**Run 1: signal wires on met1**

The bar under the picture is 20 um long. Supply wires on this layer in gray.
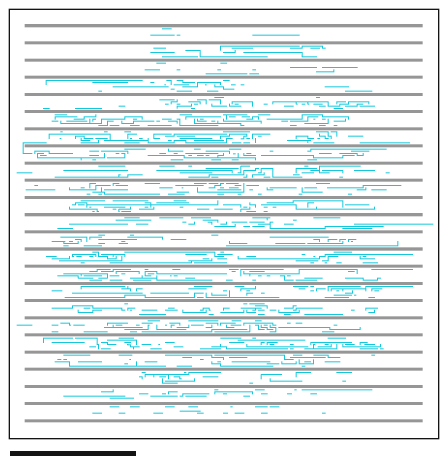
**Run 1: the metal 2 layer**

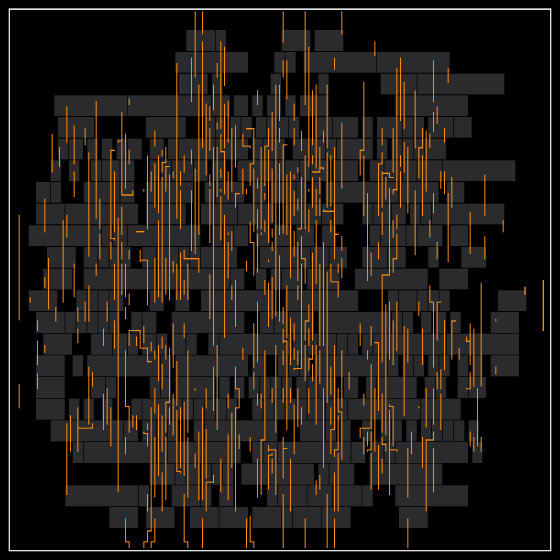
**Run 1: metal 3**

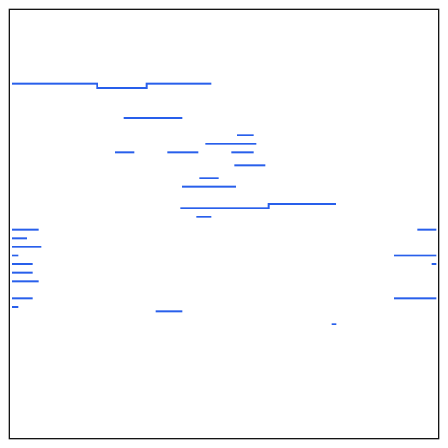
**config.mk**
```make
export PLATFORM = sky130hd
export DESIGN_NAME = alarm_ctrl_flat
export DESIGN_NICKNAME = d
export VERILOG_FILES = /design/src/rtl/alarm_ctrl_pkg.sv /design/src/rtl/alarm_ctrl_if.sv /design/src/rtl/alarm_ctrl_regs.sv /design/src/rtl/alarm_ctrl.sv /design/src/flat_wrapper.sv
export SDC_FILE = /design/constraint.sdc
export NUM_CORES = 1
export LEC_CHECK = 0
export ABC_AREA = 1
export CAP_MARGIN = 0
export CORE_MARGIN = 2
export CORE_UTILIZATION = 55
export CTS_CLUSTER_SIZE = 24
export DETAILED_ROUTE_END_ITERATION = 10
export GPL_ROUTABILITY_DRIVEN = 0
export PLACE_DENSITY = 0.93
export RECOVER_POWER = 50
export SETUP_SLACK_MARGIN = 0.4
export SLEW_MARGIN = 20
export SYNTH_ARGS = -nofsm -noshare
export SYNTH_HDL_FRONTEND = slang
export SYNTH_SLANG_ARGS = --single-unit
```
**constraint.sdc**
```tcl
create_clock -name clock -period 4.1 [get_ports clock]
set_input_delay 0.615 -clock clock [delete_from_list [all_inputs] [get_ports clock]]
set_output_delay 0.615 -clock clock [all_outputs]
set_load 0.02 [all_outputs]
```
**src/rtl/alarm_ctrl_pkg.sv**
```systemverilog
// rtl/alarm_ctrl_pkg.sv - shared state encodings and register addresses for the alarm unit
package alarm_ctrl_pkg;

  typedef enum logic [1:0] {
    ST_IDLE    = 2'd0,
    ST_ARMED   = 2'd1,
    ST_RINGING = 2'd2,
    ST_SNOOZE  = 2'd3
  } alarm_state_e;

  localparam logic [3:0] ADDR_ALM_HOUR = 4'hA;
  localparam logic [3:0] ADDR_ALM_MIN  = 4'hB;
  localparam logic [3:0] ADDR_ALM_CTRL = 4'hC;

endpackage

```
**src/rtl/alarm_ctrl_if.sv**
```systemverilog
// rtl/alarm_ctrl_if.sv - CPU write bus shared with the time-of-day counter
interface alarm_ctrl_if;
  logic        w_en_n;
  logic [15:0] addr;
  logic [7:0]  t;

  modport master (output w_en_n, addr, t);
  modport slave  (input  w_en_n, addr, t);
endinterface

```
**src/rtl/alarm_ctrl_regs.sv**
```systemverilog
// rtl/alarm_ctrl_regs.sv - CPU write decode, alarm time/enable registers and control strobes
module alarm_ctrl_regs
  import alarm_ctrl_pkg::*;
(
  input  logic         clock,
  input  logic         rst_n,
  alarm_ctrl_if.slave  bus,
  output logic [5:0]   alarm_hour_o,
  output logic [5:0]   alarm_minute_o,
  output logic         enable_o,
  output logic         en_clr_o,
  output logic         irq_clr_o
);

  logic [5:0] alarm_hour_q, alarm_hour_d;
  logic [5:0] alarm_minute_q, alarm_minute_d;
  logic       enable_q, enable_d;
  logic       wr_hour, wr_min, wr_ctrl;
  logic       unused_bus_bits;

  // Only the low nibble of the address and the low data bits carry meaning here.
  assign unused_bus_bits = ^{bus.addr[15:4], bus.t[7:6]};

  assign wr_hour = !bus.w_en_n && (bus.addr[3:0] == ADDR_ALM_HOUR);
  assign wr_min  = !bus.w_en_n && (bus.addr[3:0] == ADDR_ALM_MIN);
  assign wr_ctrl = !bus.w_en_n && (bus.addr[3:0] == ADDR_ALM_CTRL);

  // Strobes act in the write cycle so the FSM sees them at the same edge the register updates.
  assign en_clr_o  = wr_ctrl && !bus.t[0];
  assign irq_clr_o = wr_ctrl && bus.t[1];

  // Next-state for the programmable registers; out-of-range times are stored as written.
  always_comb begin
    alarm_hour_d   = alarm_hour_q;
    alarm_minute_d = alarm_minute_q;
    enable_d       = enable_q;
    if (wr_hour) alarm_hour_d   = bus.t[5:0];
    if (wr_min)  alarm_minute_d = bus.t[5:0];
    if (wr_ctrl) enable_d       = bus.t[0];
  end

  // Register state with asynchronous reset.
  always_ff @(posedge clock or negedge rst_n) begin
    if (!rst_n) begin
      alarm_hour_q   <= 6'd0;
      alarm_minute_q <= 6'd0;
      enable_q       <= 1'b0;
    end else begin
      alarm_hour_q   <= alarm_hour_d;
      alarm_minute_q <= alarm_minute_d;
      enable_q       <= enable_d;
    end
  end

  assign alarm_hour_o   = alarm_hour_q;
  assign alarm_minute_o = alarm_minute_q;
  assign enable_o       = enable_q;

endmodule

```
**src/rtl/alarm_ctrl.sv**
```systemverilog
// rtl/alarm_ctrl.sv - alarm FSM with match detect, snooze and auto-silence counters
module alarm_ctrl
  import alarm_ctrl_pkg::*;
#(
  parameter int SNOOZE_MIN = 5,
  parameter int RING_MIN   = 3
) (
  input  logic         clock,
  input  logic         rst_n,
  alarm_ctrl_if.slave  bus,
  input  logic [5:0]   hour,
  input  logic [5:0]   minute,
  input  logic         stop,
  input  logic         snooze,
  output logic         ring,
  output logic         irq,
  output logic [1:0]   state
);

  localparam logic [5:0] RING_LAST   = 6'(RING_MIN - 1);
  localparam logic [5:0] SNOOZE_LAST = 6'(SNOOZE_MIN - 1);

  logic [5:0]   alarm_hour, alarm_minute;
  logic         enable, en_clr, irq_clr;
  logic [5:0]   minute_q;
  logic         match, match_q, match_rise, tick;
  alarm_state_e state_q;
  logic         ring_q, irq_q;
  logic [5:0]   ring_cnt_q, snz_cnt_q;

  alarm_ctrl_regs u_regs (
    .clock          (clock),
    .rst_n          (rst_n),
    .bus            (bus),
    .alarm_hour_o   (alarm_hour),
    .alarm_minute_o (alarm_minute),
    .enable_o       (enable),
    .en_clr_o       (en_clr),
    .irq_clr_o      (irq_clr)
  );

  assign match      = (hour == alarm_hour) && (minute == alarm_minute);
  assign match_rise = match && !match_q;
  assign tick       = (minute != minute_q);

  // Edge history for match and minute; a held match never re-fires.
  always_ff @(posedge clock or negedge rst_n) begin
    if (!rst_n) begin
      match_q  <= 1'b0;
      minute_q <= 6'd0;
    end else begin
      match_q  <= match;
      minute_q <= minute;
    end
  end

  // Alarm FSM: disable beats stop beats snooze beats minute ticks beats a new match; irq set beats clear.
  always_ff @(posedge clock or negedge rst_n) begin
    if (!rst_n) begin
      state_q    <= ST_IDLE;
      ring_q     <= 1'b0;
      irq_q      <= 1'b0;
      ring_cnt_q <= 6'd0;
      snz_cnt_q  <= 6'd0;
    end else begin
      if (irq_clr) irq_q <= 1'b0;
      if (en_clr) begin
        state_q <= ST_IDLE;
        ring_q  <= 1'b0;
      end else begin
        case (state_q)
          ST_IDLE: begin
            if (enable) state_q <= ST_ARMED;
          end
          ST_ARMED: begin
            if (match_rise) begin
              state_q    <= ST_RINGING;
              ring_q     <= 1'b1;
              irq_q      <= 1'b1;
              ring_cnt_q <= 6'd0;
            end
          end
          ST_RINGING: begin
            if (stop) begin
              state_q <= ST_ARMED;
              ring_q  <= 1'b0;
            end else if (snooze) begin
              state_q   <= ST_SNOOZE;
              ring_q    <= 1'b0;
              snz_cnt_q <= 6'd0;
            end else if (tick) begin
              if (ring_cnt_q == RING_LAST) begin
                state_q <= ST_ARMED;
                ring_q  <= 1'b0;
              end else begin
                ring_cnt_q <= ring_cnt_q + 6'd1;
              end
            end
          end
          ST_SNOOZE: begin
            if (stop) begin
              state_q <= ST_ARMED;
            end else if (tick) begin
              if (snz_cnt_q == SNOOZE_LAST) begin
                state_q    <= ST_RINGING;
                ring_q     <= 1'b1;
                irq_q      <= 1'b1;
                ring_cnt_q <= 6'd0;
              end else begin
                snz_cnt_q <= snz_cnt_q + 6'd1;
              end
            end
          end
          default: state_q <= ST_IDLE;
        endcase
      end
    end
  end

  assign ring  = ring_q;
  assign irq   = irq_q;
  assign state = state_q;

endmodule

```
**src/flat_wrapper.sv**
```systemverilog
// flat-port wrapper written by rule: the top's interface ports become plain ports
module alarm_ctrl_flat import alarm_ctrl_pkg::*;
#(
  parameter int SNOOZE_MIN = 5,
  parameter int RING_MIN   = 3
)
  (clock, rst_n, hour, minute, stop, snooze, ring, irq, state, bus_w_en_n, bus_addr, bus_t);
  alarm_ctrl_if bus_i ();
  input  logic clock;
  input  logic rst_n;
  input  logic [5:0] hour;
  input  logic [5:0] minute;
  input  logic stop;
  input  logic snooze;
  output logic ring;
  output logic irq;
  output logic [1:0] state;
  input wire logic [$bits(bus_i.w_en_n)-1:0] bus_w_en_n;
  input wire logic [$bits(bus_i.addr)-1:0] bus_addr;
  input wire logic [$bits(bus_i.t)-1:0] bus_t;
  assign bus_i.w_en_n = bus_w_en_n;
  assign bus_i.addr = bus_addr;
  assign bus_i.t = bus_t;
  alarm_ctrl #(.SNOOZE_MIN(SNOOZE_MIN), .RING_MIN(RING_MIN)) u_core (.clock(clock), .rst_n(rst_n), .bus(bus_i), .hour(hour), .minute(minute), .stop(stop), .snooze(snooze), .ring(ring), .irq(irq), .state(state));
endmodule
```
==> impl_metrics.json, run 1 <==
{
  "status": "finished, violations left",
  "failed_checks": "max-capacitance violations, max-slew violations",
  "min_to": "u_core.ring",
  "cts_setup_buffers": 0,
  "startpoint_type": "input port",
  "crit_fanout": 36,
  "peakVddDrop_mv": 0.313,
  "setup_viol": 0,
  "hold_path.startpoint": "u_core.ring",
  "hold_viol_final": 0,
  "syn_area_um2": 2240,
  "grt-busiest-layer": "met2",
  "yosysCellCount": 306,
  "wl_per_cell_um": 11.2,
  "r2r-start": "u_core.state[0]",
  "crit_slowest_cell": "clkbuf_1",
  "io_buffers": 30,
  "synth_flops": 36,
  "warning_count": 46,
  "yosys.area.top_type_share_pct": 40.3,
  "antenna_found_initial": 0,
  "cts_buffer_depth": 2,
  "pwr-share-clk_pct": 25.4,
  "dp.cells": 380,
  "rows": 23,
  "path_depth": 2,
  "timing.final.crit_share_pct": 61.2,
  "ant_nets": 0,
  "max_freq_mhz": 398,
  "worstPathArrival_ns": 2.53,
  "final-max-slew-violation-count": 37,
  "synthTopCellsByArea": "dfrtp_1 40%, nand2_1 16%, inv_1 6.7%",
  "cap_violations": 1,
  "worstRegToRegCells": 12,
  "cp_cell_sequence": "dlygate4sd3_1, clkbuf_1",
  "maxUsedRoutingLayer": "met4",
  "netlist_top_cells_count": "94 x nand2_1, 40 x inv_1, 36 x dfrtp_1",
  "hold_path_class": "flop to flop",
  "placed_area_um2": 2560,
  "whs_ns": 0.493,
  "slew_headroom_pct": -28.8,
  "die_h_um": 67.8,
  "p_total_mw": 1.35,
  "ys.warnings.count": 0,
  "min_period_ns": 2.51,
  "reg2reg_to": "u_core.ring_cnt_q[0]",
  "max_slew.worst_pin.slew_ns": 1.93,
  "dpl.hpwl_um": 3280,
  "postSynthSeqShare_pct": 40.3,
  "flop_cell": "dfrtp_1",
  "tns_ns": 0,
  "clk_latency_ns": 0.29,
  "post-place-ws_ns": 1.55,
  "met2_length_um": 2110,
  "syn_to_final_growth_pct": 19.9,
  "grt_overflow": 0,
  "leakagePower_nw": 1.35,
  "power.share.sequential_pct": 34.9,
  "synth_cell_types": 28,
  "final_net_count": 387,
  "fp_nets": 356,
  "placeableCoreArea_um2": 3940,
  "max_stage_delay_ns": 1.38,
  "critPathBufInv": 2,
  "grt_pass1_vias": 1844,
  "critPathLaunch": "rst_n",
  "grt_max_degree": 37,
  "die_w_um": 67.8,
  "postLayoutCellArea_um2": 2680,
  "gr-usage-met3_pct": 4.50,
  "cts_tree": "yes",
  "fillers": 305,
  "switchingPower_mw": 0.516,
  "drive_gt1_share_pct": 9.47,
  "syn_area_per_cell_um2": 7.31,
  "hold_depth": 2,
  "met1_usage_pct": 27.7,
  "synthCells": 306,
  "critPathKind": "input port to asynchronous set/reset pin",
  "power.internal_mw": 0.836,
  "dr_wl_met3_um": 149,
  "cts_buffers": 5,
  "p_comb_share_pct": 39.7,
  "vias_per_cell": 5.04,
  "required_ns": 4.12,
  "initial_core_util_pct": 56.7,
  "enable_flop_cells": 0,
  "drtIter0Drc": 131,
  "grt.total_usage_pct": 22.3,
  "diodes": 0,
  "swShare_pct": 38.2,
  "drt-pass1-iter-count": 4,
  "cp-end-kind": "asynchronous set/reset pin",
  "drc": 0,
  "crit_family": "buffers and inverters",
  "yosysTopAreaCell": "dfrtp_1"
}
Back to the opening pictures, 'signal wires on met1':
The longest straight run is 27.1 um. The layer carries 2020 um of wire. The wires run mostly horizontal. 334 nets have wire on it. The layer holds 46% of the routed length.

Back to the opening pictures, 'the metal 2 layer':
The wires run mostly vertical. The layer holds 49% of the routed length. The longest straight run is 34.3 um.
via count: 1956
final WL: 4350 um
met2 usage: 37.5%

Back to the opening pictures, 'metal 3':
The longest straight run is 13.8 um. The layer carries 149 um of wire. The wires run mostly horizontal. 23 nets have wire on it.

-- run 1: cell usage in the layout (no fill, tap or decap), drive strengths merged, types with 4 or more instances in the layout --
| cell | instances |
|---|---|
| nand3b | 5 |
| a21oi | 7 |
| nor2 | 27 |
| ha | 9 |
| nand2 | 100 |
| o21ai | 29 |
| clkbuf | 8 |
| nand4 | 8 |
| nand3 | 17 |
| xnor2 | 4 |
| dfrtp | 36 |
| clkdlybuf4s50 | 23 |
| inv | 45 |
| dlygate4sd3 | 7 |
-- run 1: layout make-up --
class | count | area (um^2) | share of cell area, %
sequential | 36 | 901 | 33.6
timing repair buffer | 31 | 304 | 11.3
multi-input combinational | 218 | 1110 | 41.5
tap | 50 | 62.6 | 2.33
clock inverter | 1 | 30.0 | 1.12
inverter | 45 | 174 | 6.49
clock buffer | 7 | 96.3 | 3.59
-- run 1: kinds of logic (layout without fill, tap and decap cells) --
group                    count (synthesis)  after routing  synth area share (%)
AND-OR/OR-AND                           38             38                  9.74
XOR/XNOR                                 7              7                  2.74
adder cells (fa/ha/maj)                  9              9                  5.04
buffers and inverters                   52             84                  9.90
flip-flops                              36             36                  40.3
AND/OR/NAND/NOR                        164            164                  32.3
-- run 1: power groups by stage --
| stage | logic [mW] | registers [mW] | clock network [mW] |
|---|---|---|---|
| after floorplan | 0.411 | 0.484 | 0 |
| after global placement | 0.517 | 0.474 | 0 |
| after detailed placement | 0.537 | 0.477 | 0 |
| after CTS | 0.543 | 0.471 | 0.349 |
| after global routing | 0.617 | 0.481 | 0.367 |
| final | 0.537 | 0.471 | 0.344 |
**Run 1: routing congestion**

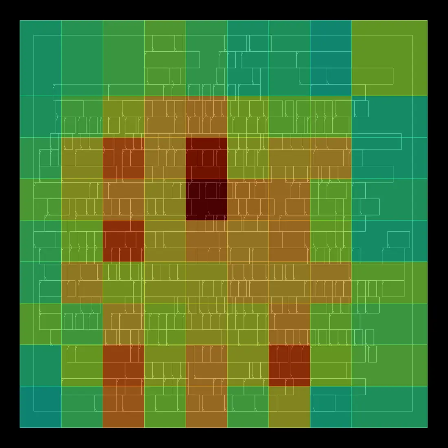

==> run 1 -> run 2 <==
CORE_UTILIZATION = 52   (was 55)
PLACE_DENSITY = 0.89   (was 0.93)
clock period = 2.35 ns   (was 4.1 ns; I/O delays follow)
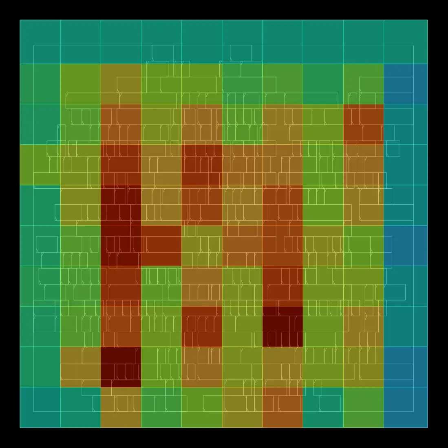
**Above:** run 2 (routing congestion).
met2 usage: 34.0%
GRT Max-Usage Layer: met2
wire per inst: 11.5 um

==> run 2 against run 1 <==
Against the previous run: the run now ends clean; sequential share of layout area shrank 0.16 points; hold slack is essentially flat; combinational power grew about 90%; die size grew 5.4%; synthesized cell count is the same; first-iteration DRC count shrank 12%; sequential cell count is the same; global-route usage shrank 2.0 points; power grew 70%; utilization shrank 1.4 points; critical path depth grew 10; non-clock buffer count grew 4; critical path type is now input port to flop; critical endpoint is now u_core.state[1].
==> impl_metrics.json, run 2 <==
{
  "yosysTopAreaCell": "dfrtp_1",
  "swShare_pct": 40.0,
  "lay_top_cells": "94 x nand2_1, 40 x inv_1, 34 x dfrtp_1",
  "startpoint_type": "input port",
  "hold_path.startpoint": "u_core.ring",
  "synthTopCellsByArea": "dfrtp_1 40%, nand2_1 16%, inv_1 6.7%",
  "hold_viol_final": 0,
  "syn_area_um2": 2240,
  "maxUsedRoutingLayer": "met4",
  "skew_ns": 0.00374,
  "dpl.hpwl_um": 3410,
  "netlist_top_cells_count": "94 x nand2_1, 40 x inv_1, 36 x dfrtp_1",
  "cts.htree.levels": 2,
  "grt_pass1_wl_um": 7800,
  "placed_area_um2": 2570,
  "met2_length_um": 2220,
  "drive_gt1_share_pct": 11.4,
  "synth_cell_types": 28,
  "r2r_slack_ns": 0.57,
  "required_ns": 2.54,
  "cts_sinks": 36,
  "synth-async-reset-ratio_pct": 100,
  "hold_buffers": 0,
  "diodes": 0,
  "setup_viol": 0,
  "syn_to_final_growth_pct": 20.8,
  "cts_tree": "yes",
  "cap_violations": 0,
  "slew_headroom_pct": 40.8,
  "grt_max_degree": 37,
  "leakagePower_nw": 1.36,
  "met1_usage_pct": 24.9,
  "drt-pass1-iter-count": 4,
  "placeableCoreArea_um2": 4060,
  "top_power_group": "combinational logic",
  "cp_cell_sequence": "dlygate4sd3_1, inv_2, nand2_1, nand2_1, nor2_1, nand2_1, nor2_1, nand3_1, nand3_1, nand3_1, nand2_1, nand2_1",
  "fp_nets": 356,
  "pwr-share-clk_pct": 19.8,
  "yosysMostFrequentCell": "nand2_1",
  "enable_flop_cells": 0,
  "power.internal_mw": 1.38,
  "flop_cell": "dfrtp_1",
  "grt_overflow": 0,
  "grt_pass1_vias": 1868,
  "min_to": "u_core.ring",
  "antenna_found_initial": 0,
  "powerComb_mw": 1.02,
  "path_clk_slew_ns": 0.07,
  "yosys.area.top_type_share_pct": 40.3,
  "postLayoutCellArea_um2": 2700,
  "synth_flops": 36,
  "tns_ns": 0,
  "cts_buffers": 5,
  "drc": 0,
  "io_buffers": 30,
  "dr_wl_met3_um": 191,
  "switchingPower_mw": 0.920,
  "ant_nets": 0,
  "max_stage_delay_ns": 0.61,
  "postSynthSeqShare_pct": 40.3,
  "cts_root_buf": "clkbuf_8",
  "peakVddDrop_mv": 0.463,
  "path_common_cell": "nand2_1",
  "vias_per_cell": 5.08,
  "hold_path_class": "flop to flop",
  "gr-usage-met3_pct": 4.22,
  "cts_buffer_depth": 2,
  "die_w_um": 69.6,
  "io_pins": 45,
  "power_density_nw_per_um2": 851,
  "worstRegToRegCells": 12,
  "final_common_cell": "nand2_1",
  "p_comb_share_pct": 44.4,
  "cp-end-kind": "flop",
  "critPathKind": "input port to flop",
  "initial_core_util_pct": 55.1,
  "ys.warnings.count": 0,
  "status": "finished, final reports clean",
  "final-max-slew-violation-count": 0,
  "sequentialPower_mw": 0.823,
  "dieArea_um2": 4840,
  "clock_power_mw": 0.454,
  "rsz0062_at_grt": "yes",
  "worstPathArrival_ns": 2.00,
  "r2r-start": "u_core.state[0]",
  "clk_latency_ns": 0.29,
  "yosysCellCount": 306,
  "num_vias": 1990,
  "max_freq_mhz": 552,
  "met1Wirelength_um": 2010,
  "drtIter0Drc": 115,
  "power.share.sequential_pct": 35.8,
  "ys_area_um2": 2240,
  "syn_area_per_cell_um2": 7.31,
  "wirelength_um": 4510,
  "hold_depth": 2,
  "min_period_ns": 1.81,
  "die_h_um": 69.6,
  "crit_fanout": 5,
  "grt.total_usage_pct": 20.3,
  "warning_count": 47,
  "crit_slowest_cell": "dlygate4sd3_1",
  "max_slew.worst_pin.slew_ns": 0.887,
  "synthCells": 306,
  "rows": 23,
  "reg2reg_to": "u_core.ring_cnt_q[0]",
  "final_net_count": 391,
  "timing.final.crit_share_pct": 77.1
}
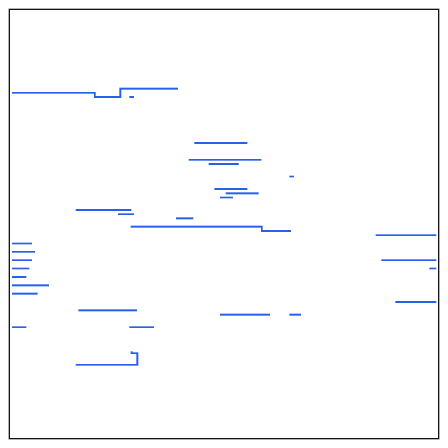
**Above:** run 2 (metal 3).
The wires run mostly horizontal. 25 nets have wire on it. The layer holds 4.3% of the routed length. The layer carries 192 um of wire.

## run 2: critical path: cells and delay by family
kind,cells,cell delay (ns)
buf+inv,2,0.66
simple gates,10,0.98
## run 2: layout make-up
class,instances,area (um^2)
Multi-Input combinational cell,218,1140
Sequential cell,36,903
Tap cell,50,62.6
Clock buffer,8,90.1
Inverter,45,174
Timing Repair Buffer,35,335
Fill cell,334,1360
## run 2: how the worst max path moves through the flow
| stage | from | to | slack (ns) | depth (start not counted) |
|---|---|---|---|---|
| after floorplan | u_core.state[0] | u_core.ring_cnt_q[2] | 0.44 | 14 |
| after global placement | bus_addr[0] | u_core.snz_cnt_q[3] | 0.27 | 6 |
| after detailed placement | bus_addr[2] | u_core.snz_cnt_q[4] | 0.22 | 8 |
| after CTS | u_core.state[0] | u_core.ring_cnt_q[0] | 0.43 | 12 |
| after global routing | minute[2] | u_core.state[1] | 0.35 | 12 |
| final | minute[2] | u_core.state[1] | 0.54 | 12 |
## run 2: through the flow
stage	std cells	setup slack [ns]	hold WS, ns	util, %	power (mW)
3_3_place_gp	382	0.266	0.461	63.4	1.74
6_report	392	0.538	0.493	66.6	2.30
2_1_floorplan	306	0.437	0.0569	-	1.56
5_1_grt	392	0.348	0.511	66.6	2.49
3_5_place_dp	382	0.218	0.471	63.4	1.78
4_1_cts	390	0.425	0.483	65.7	2.25
## run 2: timing repair
| action | 4_1_cts | 5_1_grt |
|---|---|---|
| resized | 2 | 4 |
| buffers inserted | 0 | 2 |
| pin swaps | 0 | 1 |
| setup endpoints to repair | 12 | 14 |
| endpoints found under the hold margin | 0 | 0 |
## run 2: cell families after synthesis
kind of cell	after synthesis	synth area share [%]
xor gates and xnor gates	7	2.74
adders and majority gates	9	5.04
AOI/OAI and AO/OA	38	9.74
buffers and inverters	52	9.90
DFF	36	40.3
and+or+nand+nor	164	32.3
Power and IR drop assume default switching activity.
